[config.mk]
export PLATFORM = sky130hd
export DESIGN_NAME = prio_encoder8
export DESIGN_NICKNAME = d
export VERILOG_FILES = /design/src/rtl/prio_encoder8.sv
export SDC_FILE = /design/constraint.sdc
export NUM_CORES = 1
export LEC_CHECK = 0
export CAP_MARGIN = 20
export CORE_UTILIZATION = 45
export DETAILED_ROUTE_END_ITERATION = 8
export HOLD_SLACK_MARGIN = 0.08
export PLACE_DENSITY = 0.82
export SLEW_MARGIN = 15
export SYNTH_ARGS = -nofsm -noshare
export SYNTH_HDL_FRONTEND = slang
export SYNTH_SLANG_ARGS = --single-unit
[constraint.sdc]
create_clock -name clk -period 3 [get_ports clk]
set_input_delay 0.45 -clock clk [delete_from_list [all_inputs] [get_ports clk]]
set_output_delay 0.45 -clock clk [all_outputs]
set_load 0.05 [all_outputs]
[src/rtl/prio_encoder8.sv]
// Registered 8-to-3 priority encoder: sticky request capture, highest-index
// selection and a valid/ready output stage that retires one index per handshake.
module prio_encoder8 (
    input  logic       clk,
    input  logic       rst_n,
    input  logic       en,
    input  logic [7:0] req,
    output logic [2:0] out_code,
    output logic       out_valid,
    input  logic       out_ready,
    output logic [7:0] pending,
    output logic       ovf,
    input  logic       ovf_clr
);

    logic [7:0] pend_q, pend_d;
    logic [2:0] code_q, code_d;
    logic       vld_q, vld_d;
    logic       ovf_q, ovf_d;

    logic       load;
    logic [2:0] sel;
    logic [7:0] take;
    logic       ovf_set;

    // Bit 7 has the highest priority; later iterations overwrite earlier ones.
    function automatic logic [2:0] hi_idx(input logic [7:0] v);
        logic [2:0] r;
        r = 3'd0;
        for (int i = 0; i < 8; i++) begin
            if (v[i]) r = 3'(i);
        end
        return r;
    endfunction

    always_comb begin
        sel     = hi_idx(pend_q);
        load    = en && (!vld_q || out_ready) && (pend_q != 8'h00);
        take    = load ? (8'h01 << sel) : 8'h00;
        ovf_set = en && ((req & pend_q & ~take) != 8'h00);

        // A request on the bit being taken re-pends it (set wins over take).
        pend_d = en ? ((pend_q & ~take) | req) : pend_q;

        vld_d  = vld_q;
        code_d = code_q;
        if (load) begin
            vld_d  = 1'b1;
            code_d = sel;
        end else if (vld_q && out_ready) begin
            vld_d  = 1'b0;
        end

        ovf_d = ovf_set | (ovf_q & ~ovf_clr);
    end

    always_ff @(posedge clk) begin
        if (!rst_n) begin
            pend_q <= 8'h00;
            code_q <= 3'd0;
            vld_q  <= 1'b0;
            ovf_q  <= 1'b0;
        end else begin
            pend_q <= pend_d;
            code_q <= code_d;
            vld_q  <= vld_d;
            ovf_q  <= ovf_d;
        end
    end

    assign out_code  = code_q;
    assign out_valid = vld_q;
    assign pending   = pend_q;
    assign ovf       = ovf_q;

endmodule

==> reports/summary.txt <==
YS chip area: 681 µm²
Total Power: 0.000479 W
Synthesized area per cell: 8.62 µm²
Input/output buffers: 25
Post-CTS setup repair buffer count: 0
Pins Over Slew Limit: 0
Top-area cell share: 0.382
Top delay family on crit path: buffers and inverters
Synth area leader: dfxtp_1
Post-synth top flop: dfxtp_1
Crit-path slowest cell: clkdlybuf4s50_1
Int Pwr: 0.000307 W
Sequential power share: 0.430
Met2 wire len: 752 µm
Largest net degree at the start of global routing: 15
Synthesis-to-finish area growth: 42.6%
Hold Slack: 0.503 ns
HPWL Detailed: 1.24 mm
Switching share of power: 0.360
Final Wtd Congestion: 0.867
Highest metal used: met4
Log Warnings: 26
Setup Skew: 0.00665 ns
Via/cell ratio: 5.90
Vias in the first global route: 594
Final min period: 2.17 ns
Post-synth EDFFs: 0
Ys async rst share: 0
YS warnings: 0
Core region area: 1350 µm²
Post-route setup TNS: 0 ns
Data arrival, critical path: 1.72 ns
PD cells: 493 nW/µm²
Die Height: 40.9 µm
Post-Syn Instances: 79
Worst IR drop on VDD: 296 µV
Worst EP required: 2.55 ns
Final Net Count: 120
DR iter-0 viols: 28
Critical path's largest stage delay: 0.89 ns
H-tree Lvls: 1
Ant diodes: 0
Die area: 1670 µm²
DR pass1 iterations: 4
RSZ-0062 raised after global routing: no
Layout cells sized above 1: 0.0755
TritonCTS clock tree: built
# Cells Yosys: 79
Routed Antenna Nets: 0
Crit-path cells: clkdlybuf4s50_1
Status: complete, no violations
Final setup fails: 0
Combinational power share: 0.341
First-pass GRT wire length: 2.64 mm
Fp_density: 0.504
Met3 wire len: 102 µm
Row cnt: 13
Worst-skew pair later-pin latency: 0.28 ns
Most frequent logic cell in the layout: clkdlybuf4s50_1
CTS Buf Count: 3
Max-Cap Viols: 0
Relative slew slack: 0.664
Peak Freq: 461 MHz
Post-synth area hogs: dfxtp_1 38%, a22oi_1 5.5%, nor2b_1 5.5%, o21ai_0 5.1%, nand2_1 3.9%
NetSw: 0.000173 W
Overall die width: 40.9 µm
Synthesized cell area: 681 µm²
Sequential share of the synthesized area: 0.382
Worst hold path type: reg2reg
Clock Pin Slew Worst Setup and Hold Paths: 0.08 ns
-- path summary, 6_finish.rpt --
path,from,end,cells after the start
setup / recovery,pending[5],pending[5],1
hold / removal,out_code[1],out_code[1],2
setup reg to reg,pending[1],out_code[0],4
hold reg to reg,out_code[1],out_code[1],2
-- synthesized netlist by cell type, types with 2 or more instances --
cell type and n:
o21a_1 2, a22oi_1 5, nand2_1 7, nor2_1 7, o21ai_0 7, a21oi_1 4
a21boi_0 2, nand3_1 2, a22o_1 3, nor2b_1 6, dfxtp_1 13
-- power by group through the flow --
| stage | registers [W] | clock network (W) | logic (W) |
|---|---|---|---|
| after floorplan | 0.000255 | 0 | 0.0000580 |
| after global placement | 0.000209 | 0 | 0.000161 |
| after detailed placement | 0.000210 | 0 | 0.000162 |
| after CTS | 0.000206 | 0.000113 | 0.000163 |
| after global routing | 0.000209 | 0.000125 | 0.000175 |
| final | 0.000206 | 0.000110 | 0.000163 |
-- sequential cells by signal (all words and copies together), names as in the netlist --
name	cells
ovf	1
pending	8
out_code	3
out_valid	1
-- final cells by class --
cell class	count	area (µm²)	share of cell area
clock buffer	4	26.3	0.0271
inverter	1	3.75	0.00387
multi-input combinational	62	404	0.416
sequential	13	260	0.268
tap	15	18.8	0.0193
timing repair buffer	26	258	0.265
-- routing by layer --
layer	global-route usage	vias up
met5	0	-
met4	0.108	0
met3	0.0435	4
met2	0.359	36
met1	0.326	322
li1	-	352
-- stage by stage --
step | cells | cell area [µm²] | setup slack, ns
floorplan | 79 | 681 | 1.39
global placement | 117 | 945 | 0.946
detailed placement | 117 | 945 | 0.924
CTS | 121 | 971 | 0.831
global route | 121 | 971 | 0.759
finish | 121 | 971 | 0.830
-- cell families after synthesis --
kind of cell / after synthesis / synth area share
buffers and inverters: 4 / 0.0239
and+or+nand+nor: 30 / 0.261
DFF: 13 / 0.382
AOI/OAI and AO/OA: 32 / 0.333
==> images/pdn.png <==
Scale bar: 10 µm. Pins as bars on the die edge. Tap cells in grey.
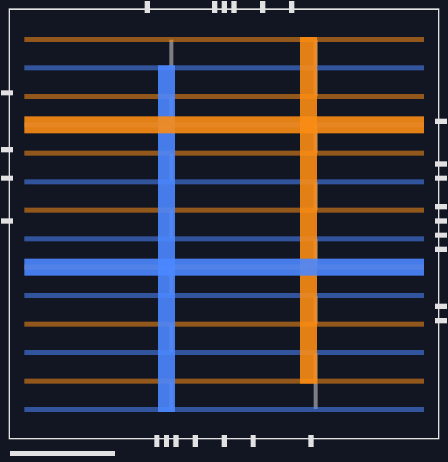
[VSS] blue
[VDD] orange
met4 straps: 2
signal pins: 26
tap cells: 15

==> images/cell_classes.png <==
Scale bar: 10 µm.
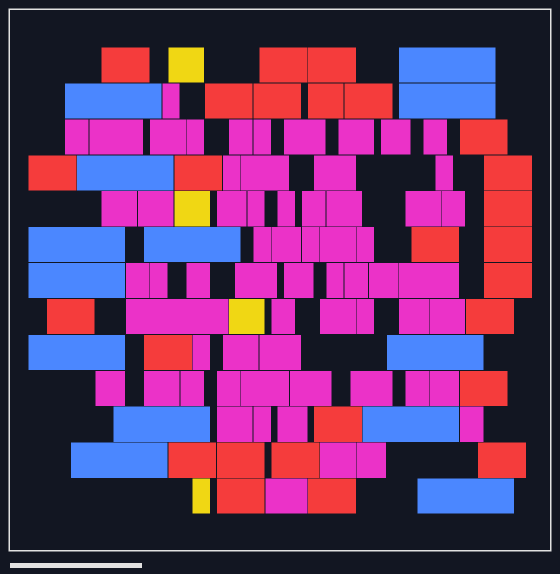
[clock drivers and dummy loads] yellow | cells: 4 | share of their area: 2.8%
[all other logic] magenta | cells: 63 | share of their area: 43%
[flip-flops] blue | cells: 13 | share of their area: 27%
[other buffers and delay cells] red | cells: 26 | share of their area: 27%

==> images/clock_map.png <==
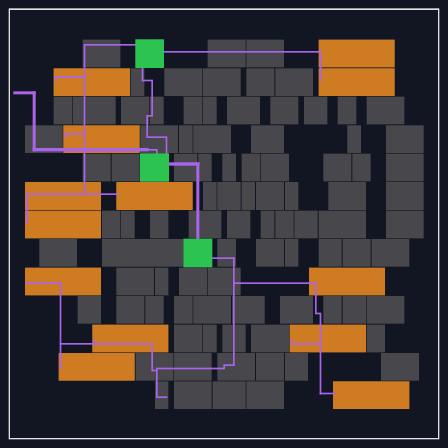
[flip-flops] orange | count: 13
[cells driving clock nets] green | count: 3
[clock wires] purple | length: 174 µm
routed clock nets: 4
flops lie: all over the die

==> images/metal_stack.png <==
Scale bar: 10 µm. Two of the layers only.
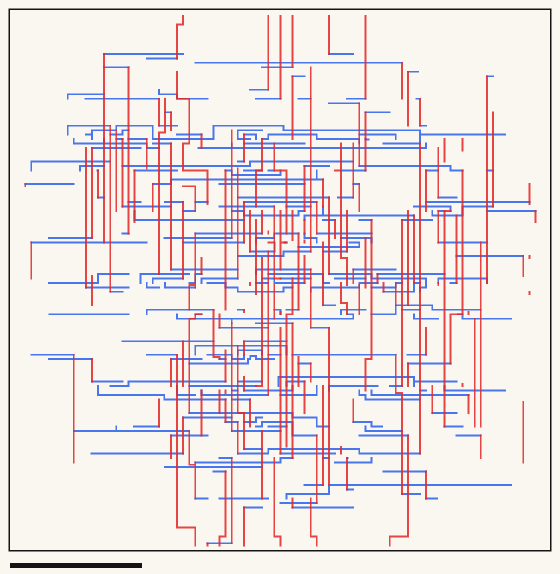
[met1] blue | wire length: 811 µm
[met2] red | wire length: 752 µm
GRT Total Usage: 0.239
via count: 714
wire length per cell: 13.9 µm

==> images/final_placement.png <==
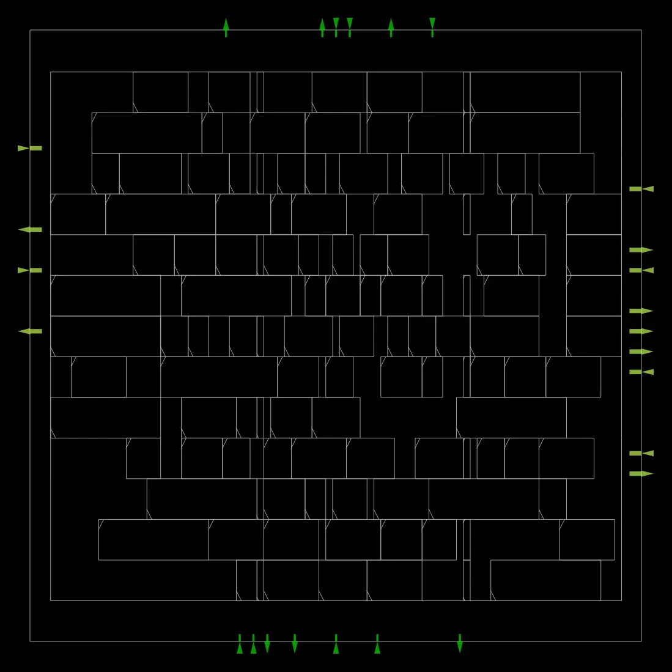
non-filler instance count after layout: 121
TAP cells: 15
registers: 13
Finished Core Util: 0.719
Filler cells: 112

Power figures rest on the tool's default switching activity, not on a simulated workload.
